--- config.mk ---
export PLATFORM = sky130hd
export DESIGN_NAME = axi4lite_slave_flat
export DESIGN_NICKNAME = d
export VERILOG_FILES = /design/src/rtl/axi4lite_pkg.sv /design/src/rtl/axi4lite_if.sv /design/src/rtl/axi4lite_regfile.sv /design/src/rtl/axi4lite_slave.sv /design/src/flat_wrapper.sv
export SDC_FILE = /design/constraint.sdc
export NUM_CORES = 1
export LEC_CHECK = 0
export CORE_ASPECT_RATIO = 1.75
export CORE_UTILIZATION = 52
export CTS_CLUSTER_DIAMETER = 40
export DETAILED_ROUTE_END_ITERATION = 16
export PLACE_DENSITY = 0.84
export SLEW_MARGIN = 20
export SYNTH_ARGS = -nofsm -noshare
export SYNTH_HDL_FRONTEND = slang
export SYNTH_SLANG_ARGS = --single-unit
--- constraint.sdc ---
create_clock -name ACLK -period 2.7 [get_ports ACLK]
set_input_delay 0.54 -clock ACLK [delete_from_list [all_inputs] [get_ports ACLK]]
set_output_delay 0.54 -clock ACLK [all_outputs]
set_load 0.02 [all_outputs]
--- src/rtl/axi4lite_pkg.sv ---
// rtl/axi4lite_pkg.sv - shared types and constants for the AXI4-Lite register slave
package axi4lite_pkg;

  localparam int DEFAULT_NUM_REGS = 8;

  typedef enum logic [1:0] {
    RESP_OKAY   = 2'b00,
    RESP_SLVERR = 2'b10
  } resp_e;

  typedef enum logic [1:0] {
    W_IDLE,
    W_HAVE_ADDR,
    W_HAVE_DATA,
    W_RESP
  } w_state_e;

  typedef enum logic {
    R_IDLE,
    R_DATA
  } r_state_e;

endpackage

--- src/rtl/axi4lite_if.sv ---
// rtl/axi4lite_if.sv - AXI4-Lite bus bundle with master and slave views
interface axi4lite_if #(
  parameter int ADDR_WIDTH = 32,
  parameter int DATA_WIDTH = 32
);
  logic [ADDR_WIDTH-1:0]   AWADDR;
  logic                    AWVALID;
  logic                    AWREADY;
  logic [DATA_WIDTH-1:0]   WDATA;
  logic [DATA_WIDTH/8-1:0] WSTRB;
  logic                    WVALID;
  logic                    WREADY;
  logic [1:0]              BRESP;
  logic                    BVALID;
  logic                    BREADY;
  logic [ADDR_WIDTH-1:0]   ARADDR;
  logic                    ARVALID;
  logic                    ARREADY;
  logic [DATA_WIDTH-1:0]   RDATA;
  logic [1:0]              RRESP;
  logic                    RVALID;
  logic                    RREADY;

  modport master (
    output AWADDR, AWVALID, WDATA, WSTRB, WVALID, BREADY, ARADDR, ARVALID, RREADY,
    input  AWREADY, WREADY, BRESP, BVALID, ARREADY, RDATA, RRESP, RVALID
  );

  modport slave (
    input  AWADDR, AWVALID, WDATA, WSTRB, WVALID, BREADY, ARADDR, ARVALID, RREADY,
    output AWREADY, WREADY, BRESP, BVALID, ARREADY, RDATA, RRESP, RVALID
  );
endinterface

--- src/rtl/axi4lite_regfile.sv ---
// rtl/axi4lite_regfile.sv - byte-strobed register array with combinational read port
module axi4lite_regfile #(
  parameter int NUM_REGS   = 8,
  parameter int DATA_WIDTH = 32,
  parameter int IDX_W      = 3
) (
  input  logic                    i_clk,
  input  logic                    i_resetn,
  input  logic                    i_wr_en,
  input  logic [IDX_W-1:0]        i_wr_idx,
  input  logic [DATA_WIDTH-1:0]   i_wr_data,
  input  logic [DATA_WIDTH/8-1:0] i_wr_strb,
  input  logic [IDX_W-1:0]        i_rd_idx,
  output logic [DATA_WIDTH-1:0]   o_rd_data
);
  logic [DATA_WIDTH-1:0] r_regs [NUM_REGS];

  always_ff @(posedge i_clk) begin
    if (!i_resetn) begin
      for (int i = 0; i < NUM_REGS; i++) r_regs[i] <= '0;
    end else if (i_wr_en) begin
      for (int b = 0; b < DATA_WIDTH / 8; b++) begin
        if (i_wr_strb[b]) r_regs[i_wr_idx][b*8 +: 8] <= i_wr_data[b*8 +: 8];
      end
    end
  end

  assign o_rd_data = r_regs[i_rd_idx];
endmodule

--- src/rtl/axi4lite_slave.sv ---
// rtl/axi4lite_slave.sv - AXI4-Lite register slave with independent write and read FSMs
module axi4lite_slave
  import axi4lite_pkg::*;
#(
  parameter int ADDR_WIDTH = 32,
  parameter int DATA_WIDTH = 32,
  parameter int NUM_REGS   = DEFAULT_NUM_REGS
) (
  input  logic      ACLK,
  input  logic      ARESETN,
  axi4lite_if.slave s_axi
);
  localparam int IDX_W = (NUM_REGS > 1) ? $clog2(NUM_REGS) : 1;
  localparam logic [ADDR_WIDTH-1:0] ADDR_LIMIT = ADDR_WIDTH'(NUM_REGS * 4);

  w_state_e                r_wstate;
  logic                    r_awready, r_wready, r_bvalid;
  resp_e                   r_bresp;
  logic [ADDR_WIDTH-1:0]   r_awaddr;
  logic [DATA_WIDTH-1:0]   r_wdata;
  logic [DATA_WIDTH/8-1:0] r_wstrb;

  r_state_e                r_rstate;
  logic                    r_arready, r_rvalid;
  resp_e                   r_rresp;
  logic [DATA_WIDTH-1:0]   r_rdata;

  logic                    w_aw_hs, w_w_hs, w_ar_hs, w_commit, w_wr_ok, w_rd_ok;
  logic [ADDR_WIDTH-1:0]   w_eff_addr;
  logic [DATA_WIDTH-1:0]   w_eff_data, w_rd_data;
  logic [DATA_WIDTH/8-1:0] w_eff_strb;

  assign w_aw_hs = s_axi.AWVALID & r_awready;
  assign w_w_hs  = s_axi.WVALID & r_wready;
  assign w_ar_hs = s_axi.ARVALID & r_arready;

  // Whichever half arrived first comes from the holding registers, the other straight off the bus.
  assign w_eff_addr = (r_wstate == W_HAVE_ADDR) ? r_awaddr : s_axi.AWADDR;
  assign w_eff_data = (r_wstate == W_HAVE_DATA) ? r_wdata  : s_axi.WDATA;
  assign w_eff_strb = (r_wstate == W_HAVE_DATA) ? r_wstrb  : s_axi.WSTRB;
  assign w_wr_ok    = w_eff_addr < ADDR_LIMIT;
  assign w_rd_ok    = s_axi.ARADDR < ADDR_LIMIT;

  always_comb begin
    w_commit = 1'b0;
    case (r_wstate)
      W_IDLE:      w_commit = w_aw_hs & w_w_hs;
      W_HAVE_ADDR: w_commit = w_w_hs;
      W_HAVE_DATA: w_commit = w_aw_hs;
      default:     w_commit = 1'b0;
    endcase
  end

  axi4lite_regfile #(
    .NUM_REGS  (NUM_REGS),
    .DATA_WIDTH(DATA_WIDTH),
    .IDX_W     (IDX_W)
  ) u_regfile (
    .i_clk    (ACLK),
    .i_resetn (ARESETN),
    .i_wr_en  (w_commit & w_wr_ok),
    .i_wr_idx (w_eff_addr[2 +: IDX_W]),
    .i_wr_data(w_eff_data),
    .i_wr_strb(w_eff_strb),
    .i_rd_idx (s_axi.ARADDR[2 +: IDX_W]),
    .o_rd_data(w_rd_data)
  );

  always_ff @(posedge ACLK) begin
    if (!ARESETN) begin
      r_wstate  <= W_IDLE;
      r_awready <= 1'b0;
      r_wready  <= 1'b0;
      r_bvalid  <= 1'b0;
      r_bresp   <= RESP_OKAY;
      r_awaddr  <= '0;
      r_wdata   <= '0;
      r_wstrb   <= '0;
    end else if (w_commit) begin
      r_wstate  <= W_RESP;
      r_awready <= 1'b0;
      r_wready  <= 1'b0;
      r_bvalid  <= 1'b1;
      r_bresp   <= w_wr_ok ? RESP_OKAY : RESP_SLVERR;
    end else begin
      case (r_wstate)
        W_IDLE: begin
          if (w_aw_hs) begin
            r_wstate  <= W_HAVE_ADDR;
            r_awaddr  <= s_axi.AWADDR;
            r_awready <= 1'b0;
            r_wready  <= 1'b1;
          end else if (w_w_hs) begin
            r_wstate  <= W_HAVE_DATA;
            r_wdata   <= s_axi.WDATA;
            r_wstrb   <= s_axi.WSTRB;
            r_awready <= 1'b1;
            r_wready  <= 1'b0;
          end else begin
            r_awready <= 1'b1;
            r_wready  <= 1'b1;
          end
        end
        W_RESP: begin
          if (s_axi.BREADY) begin
            r_wstate  <= W_IDLE;
            r_bvalid  <= 1'b0;
            r_awready <= 1'b1;
            r_wready  <= 1'b1;
          end
        end
        default: ;
      endcase
    end
  end

  // Read data is sampled from the pre-edge array, so a same-edge write is not visible.
  always_ff @(posedge ACLK) begin
    if (!ARESETN) begin
      r_rstate  <= R_IDLE;
      r_arready <= 1'b0;
      r_rvalid  <= 1'b0;
      r_rresp   <= RESP_OKAY;
      r_rdata   <= '0;
    end else begin
      case (r_rstate)
        R_IDLE: begin
          if (w_ar_hs) begin
            r_rstate  <= R_DATA;
            r_arready <= 1'b0;
            r_rvalid  <= 1'b1;
            r_rdata   <= w_rd_ok ? w_rd_data : '0;
            r_rresp   <= w_rd_ok ? RESP_OKAY : RESP_SLVERR;
          end else begin
            r_arready <= 1'b1;
          end
        end
        R_DATA: begin
          if (s_axi.RREADY) begin
            r_rstate  <= R_IDLE;
            r_rvalid  <= 1'b0;
            r_arready <= 1'b1;
          end
        end
        default: r_rstate <= R_IDLE;
      endcase
    end
  end

  assign s_axi.AWREADY = r_awready;
  assign s_axi.WREADY  = r_wready;
  assign s_axi.BVALID  = r_bvalid;
  assign s_axi.BRESP   = r_bresp;
  assign s_axi.ARREADY = r_arready;
  assign s_axi.RVALID  = r_rvalid;
  assign s_axi.RRESP   = r_rresp;
  assign s_axi.RDATA   = r_rdata;
endmodule

--- src/flat_wrapper.sv ---
// flat-port wrapper written by rule: the top's interface ports become plain ports
module axi4lite_slave_flat import axi4lite_pkg::*;
#(
  parameter int ADDR_WIDTH = 32,
  parameter int DATA_WIDTH = 32,
  parameter int NUM_REGS   = DEFAULT_NUM_REGS
)
  (ACLK, ARESETN, s_axi_AWADDR, s_axi_AWVALID, s_axi_WDATA, s_axi_WSTRB, s_axi_WVALID, s_axi_BREADY, s_axi_ARADDR, s_axi_ARVALID, s_axi_RREADY, s_axi_AWREADY, s_axi_WREADY, s_axi_BRESP, s_axi_BVALID, s_axi_ARREADY, s_axi_RDATA, s_axi_RRESP, s_axi_RVALID);
  axi4lite_if #(.ADDR_WIDTH(ADDR_WIDTH), .DATA_WIDTH(DATA_WIDTH)) s_axi_i ();
  input  logic ACLK;
  input  logic ARESETN;
  input wire logic [$bits(s_axi_i.AWADDR)-1:0] s_axi_AWADDR;
  input wire logic [$bits(s_axi_i.AWVALID)-1:0] s_axi_AWVALID;
  input wire logic [$bits(s_axi_i.WDATA)-1:0] s_axi_WDATA;
  input wire logic [$bits(s_axi_i.WSTRB)-1:0] s_axi_WSTRB;
  input wire logic [$bits(s_axi_i.WVALID)-1:0] s_axi_WVALID;
  input wire logic [$bits(s_axi_i.BREADY)-1:0] s_axi_BREADY;
  input wire logic [$bits(s_axi_i.ARADDR)-1:0] s_axi_ARADDR;
  input wire logic [$bits(s_axi_i.ARVALID)-1:0] s_axi_ARVALID;
  input wire logic [$bits(s_axi_i.RREADY)-1:0] s_axi_RREADY;
  output wire logic [$bits(s_axi_i.AWREADY)-1:0] s_axi_AWREADY;
  output wire logic [$bits(s_axi_i.WREADY)-1:0] s_axi_WREADY;
  output wire logic [$bits(s_axi_i.BRESP)-1:0] s_axi_BRESP;
  output wire logic [$bits(s_axi_i.BVALID)-1:0] s_axi_BVALID;
  output wire logic [$bits(s_axi_i.ARREADY)-1:0] s_axi_ARREADY;
  output wire logic [$bits(s_axi_i.RDATA)-1:0] s_axi_RDATA;
  output wire logic [$bits(s_axi_i.RRESP)-1:0] s_axi_RRESP;
  output wire logic [$bits(s_axi_i.RVALID)-1:0] s_axi_RVALID;
  assign s_axi_i.AWADDR = s_axi_AWADDR;
  assign s_axi_i.AWVALID = s_axi_AWVALID;
  assign s_axi_i.WDATA = s_axi_WDATA;
  assign s_axi_i.WSTRB = s_axi_WSTRB;
  assign s_axi_i.WVALID = s_axi_WVALID;
  assign s_axi_i.BREADY = s_axi_BREADY;
  assign s_axi_i.ARADDR = s_axi_ARADDR;
  assign s_axi_i.ARVALID = s_axi_ARVALID;
  assign s_axi_i.RREADY = s_axi_RREADY;
  assign s_axi_AWREADY = s_axi_i.AWREADY;
  assign s_axi_WREADY = s_axi_i.WREADY;
  assign s_axi_BRESP = s_axi_i.BRESP;
  assign s_axi_BVALID = s_axi_i.BVALID;
  assign s_axi_ARREADY = s_axi_i.ARREADY;
  assign s_axi_RDATA = s_axi_i.RDATA;
  assign s_axi_RRESP = s_axi_i.RRESP;
  assign s_axi_RVALID = s_axi_i.RVALID;
  axi4lite_slave #(.ADDR_WIDTH(ADDR_WIDTH), .DATA_WIDTH(DATA_WIDTH), .NUM_REGS(NUM_REGS)) u_core (.ACLK(ACLK), .ARESETN(ARESETN), .s_axi(s_axi_i));
endmodule
Figure 1. Wires at chosen ports, followed through buffers.
(1.5 px per um)
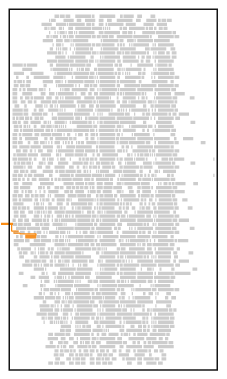
color	port	bits	direction	edge	end cells	buffers	wire
orange	s_axi_BVALID	1	output	left	1	1	26.6 um
io pins: 148
Port-buffer cells: 141

Figure 2. Placed standard cells.
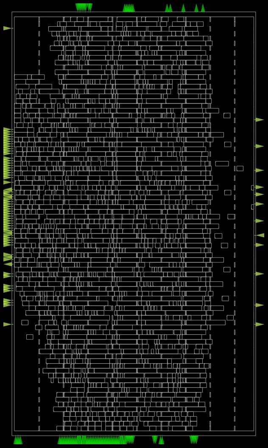
flip-flops: 364
Seq area share: 0.489
fin util: 0.636
Tap Cells: 396
Non-Filler Instances: 2017

Figure 3. Wiring by layer.
(2 px per um) Two of the layers only.
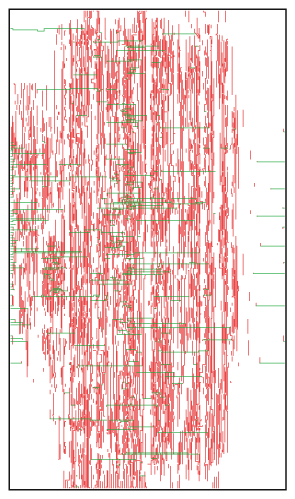
color	layer	wire length
green	M3	2210 um
red	M2	22.8 mm
Routed Wire Length: 40.2 mm
wire length per cell: 19.9 um

==> impl_metrics.csv <==
group,metric,value,unit
run_status,status,"completed",
final_layout,clkCellAreaFrac,0.0562,
final_layout,buffer_area_frac,0.107,
final_layout,comb_share,0.323,
clock_network,cts_setup_buffers,0,
floorplan,die_h,239,um
final_layout,antenna_cells,0,
final_layout,drive_gt1_frac,0.132,
setup_path,critPathMaxFanout,19,
grt,grt_pass1_vias,12200,
final_layout,nFillCells,2270,
timing,setup_viol,0,
synth,yosysWarnings,0,
clock_network,cts_tree,"yes",
synth,synth_top_area_share,0.459,
clock_network,cts-root-buf,"clkbuf_16",
power_and_ir_drop,peakVddDrop,0.661,mV
route,drt_pass1_iterations,5,
setup_path,r2r_cells,9,
synth,xor_share,0,
clock_network,h-tree-depth,1,
setup_path,max_stage_delay,0.33,ns
power_and_ir_drop,power.total,0.0135,W
final_layout,top_area_cell_class,"flip-flops and latches",
final_layout,lay_top_cells,"271 x nor2_1, 256 x edfxtp_1, 139 x clkdlybuf4s50_1",
clock_network,post_cts_resized,1,
grt,antenna_found_initial,0,
synth,syn_area,0.0168,mm2
power_and_ir_drop,p_clk_frac,0.358,
floorplan,fp-row-count,86,
timing,slew_viol_final,0,
min_path,whs_path_depth,2,
final_layout,logic_area,0.00649,mm2
final_layout,nNonClkInverters,3,
setup_path,arrival,2.88,ns
place,gp_congestion,0.847,
clock_network,cts_hold_buf,0,
run,cap_viol_max_count,0,
synth,netlist_instances,1436,
final_layout,final-seq-area,0.00985,mm2
synth,synthTopLogicFamily,"simple AND/OR/NAND/NOR gates",
route,vias,11800,
floorplan,die_w,138,um
synth,flop_cell,"edfxtp_1",
timing,worst_pin_slew,0.754,ns
synth,synth_area_per_cell,11.7,um2
synth,ys_sh_adder,0.00299,
route,antenna_left,0,
timing,fin_crit_sh,0.963,
min_path,hold_path_startpoint,"ARESETN",
min_path,hp-class,"input port to flop",
timing,period_minus_slack,2.60,ns
synth,synthAoiAreaFrac,0.101,
clock_network,clkSinkCount,364,
setup_path,cpMaxStageDelayCell,"dfxtp_1",
power_and_ir_drop,p_switching,0.00354,W
setup_path,rrSetupSlack,0.10,ns
setup_path,r2r_end,"u_core.u_regfile.r_regs[3][21]$_SDFFCE_PN0P_",
final_layout,final_common_cell,"nor2_1",
synth,ys_sh_simple,0.181,
power_and_ir_drop,leakagePower,6.89,nW
setup_path,crit_path_cell_trace,"inv_1 > ha_1 > buf_6 > nor4b_2 > nand2_1 > nand2_2 > nand4_2 > o21ai_0 > buf_4",
timing,fmax,385,MHz
timing,rsz0062_at_grt,"no",
place,dp_hpwl,28.6,mm
final_layout,n_clock_buffer,43,
setup_path,worstPathRequired,2.98,ns
final_layout,logic_gate_count,982,
synth,yosys.area.top_type,"edfxtp_1",
setup_path,critPathLaunch,"u_core.r_wstate[1]$_SDFFE_PN0P_",
final_layout,buffers,215,
grt,grtUsageTotal,0.250,
clock_network,cts-buffers-inserted,31,
grt,grt_first_pass_wirelength,62.6,mm
synth,synth-async-reset-ratio,0,
power_and_ir_drop,p_sw_frac,0.262,
synth,mux_area_frac,0.0993,
setup_path,path_class,"flop to flop",
clock_network,clkLatencyLatePin,0.57,ns
power_and_ir_drop,combinationalPowerShare,0.171,
setup_path,regToRegStartpoint,"u_core.r_wstate[1]$_SDFFE_PN0P_",
run,warnings,33,
route,via_per_inst,5.86,
timing,hold_viol,0,
synth,synth-edff-count,256,
setup_path,end_kind,"flop",
grt,grt_max_degree,59,
power_and_ir_drop,power_frac_seq,0.471,
setup_path,start_kind,"flop",
synth,area_leaders,"edfxtp_1 46%, dfxtp_1 13%, mux2i_1 7.7%",
final_layout,nets,1708,
floorplan,dieArea,0.0330,mm2
timing,max_slew_margin,0.497,
floorplan,fp_util,0.530,
power_and_ir_drop,p_int,0.00999,W
synth,yosys-stat-area,0.0168,mm2
synth,ys_seq_frac,0.588,
clock_network,clk_pin_slew,0.07,ns
grt,overflow,0,
synth,numSynthFlops,364,
route,first_iter_violations,905,
floorplan,core_area,0.0316,mm2
timing,whs,0.287,ns
timing,fin_skew,0.0199,ns
synth,yosys_cells,1436,
synth,synth.distinct_cells,60,
route,drc,0,
clock_network,cts_buffer_depth,3,
min_path,hold_end,"u_core.r_wdata[16]$_SDFFE_PN0P_",
final_layout,area_growth,20.1,%
setup_path,crit_end,"u_core.u_regfile.r_regs[3][21]$_SDFFCE_PN0P_",
power_and_ir_drop,p_per_area,673,mW/mm2
## metrics by stage
stage	instance area (um2)	worst slack (ns)	cells	utilization	TNS (ns)
2_1_floorplan	16800	0.107	1437	-	0
3_3_place_gp	19000	-0.127	1960	0.599	-18.60
3_5_place_dp	19000	-0.201	1960	0.599	-28.02
4_1_cts	20100	0.0105	2017	0.635	0
5_1_grt	20100	0.00915	2017	0.636	0
6_report	20100	0.100	2017	0.636	0
## cells in the mapped netlist (all sizes together), types with 4 or more instances
library cell  number
and2               5
nand4b             4
a211oi            32
nand4              8
buf               42
nor3               5
a21oi             37
a21boi            38
dfxtp            108
nor2             273
a32oi             33
o22a               4
a22oi             34
clkbuf            46
nand2b             8
ha                 4
edfxtp           256
nand3             35
o22ai              7
nand2            118
o21ai             36
mux2              33
mux2i            129
nor2b            102
nor4              14
## critical path, delay by kind of cell (launching register included)
kind / cells / cell delay, ns
simple gates: 4 / 0.92
buf+inv: 3 / 0.53
flops: 1 / 0.33
compound gates: 1 / 0.27
fa+ha+maj: 1 / 0.24
## power by group through the flow
stage          registers [W]  clock network (W)  logic (W)
6_report             0.00637            0.00485    0.00231
5_1_grt              0.00640            0.00509    0.00247
4_1_cts              0.00637            0.00488    0.00227
3_5_place_dp         0.00649                  0    0.00225
2_1_floorplan        0.00647                  0    0.00148
3_3_place_gp         0.00647                  0    0.00218
## registers in the layout, indices dropped and copies added, names as in the netlist, 2 cells and up
name / flops
u_core.r_wstate: 2
u_core.s_axi.RDATA: 32
u_core.r_awaddr: 30
u_core.r_wstrb: 4
u_core.r_wdata: 32
u_core.u_regfile.r_regs: 256
## per-layer routing
layer	track usage	part of all wire
met1	0.255	0.34
met2	0.480	0.57
met3	0.0324	0.055
met4	0.128	0.044
met5	0	0
Power and IR drop assume default switching activity.
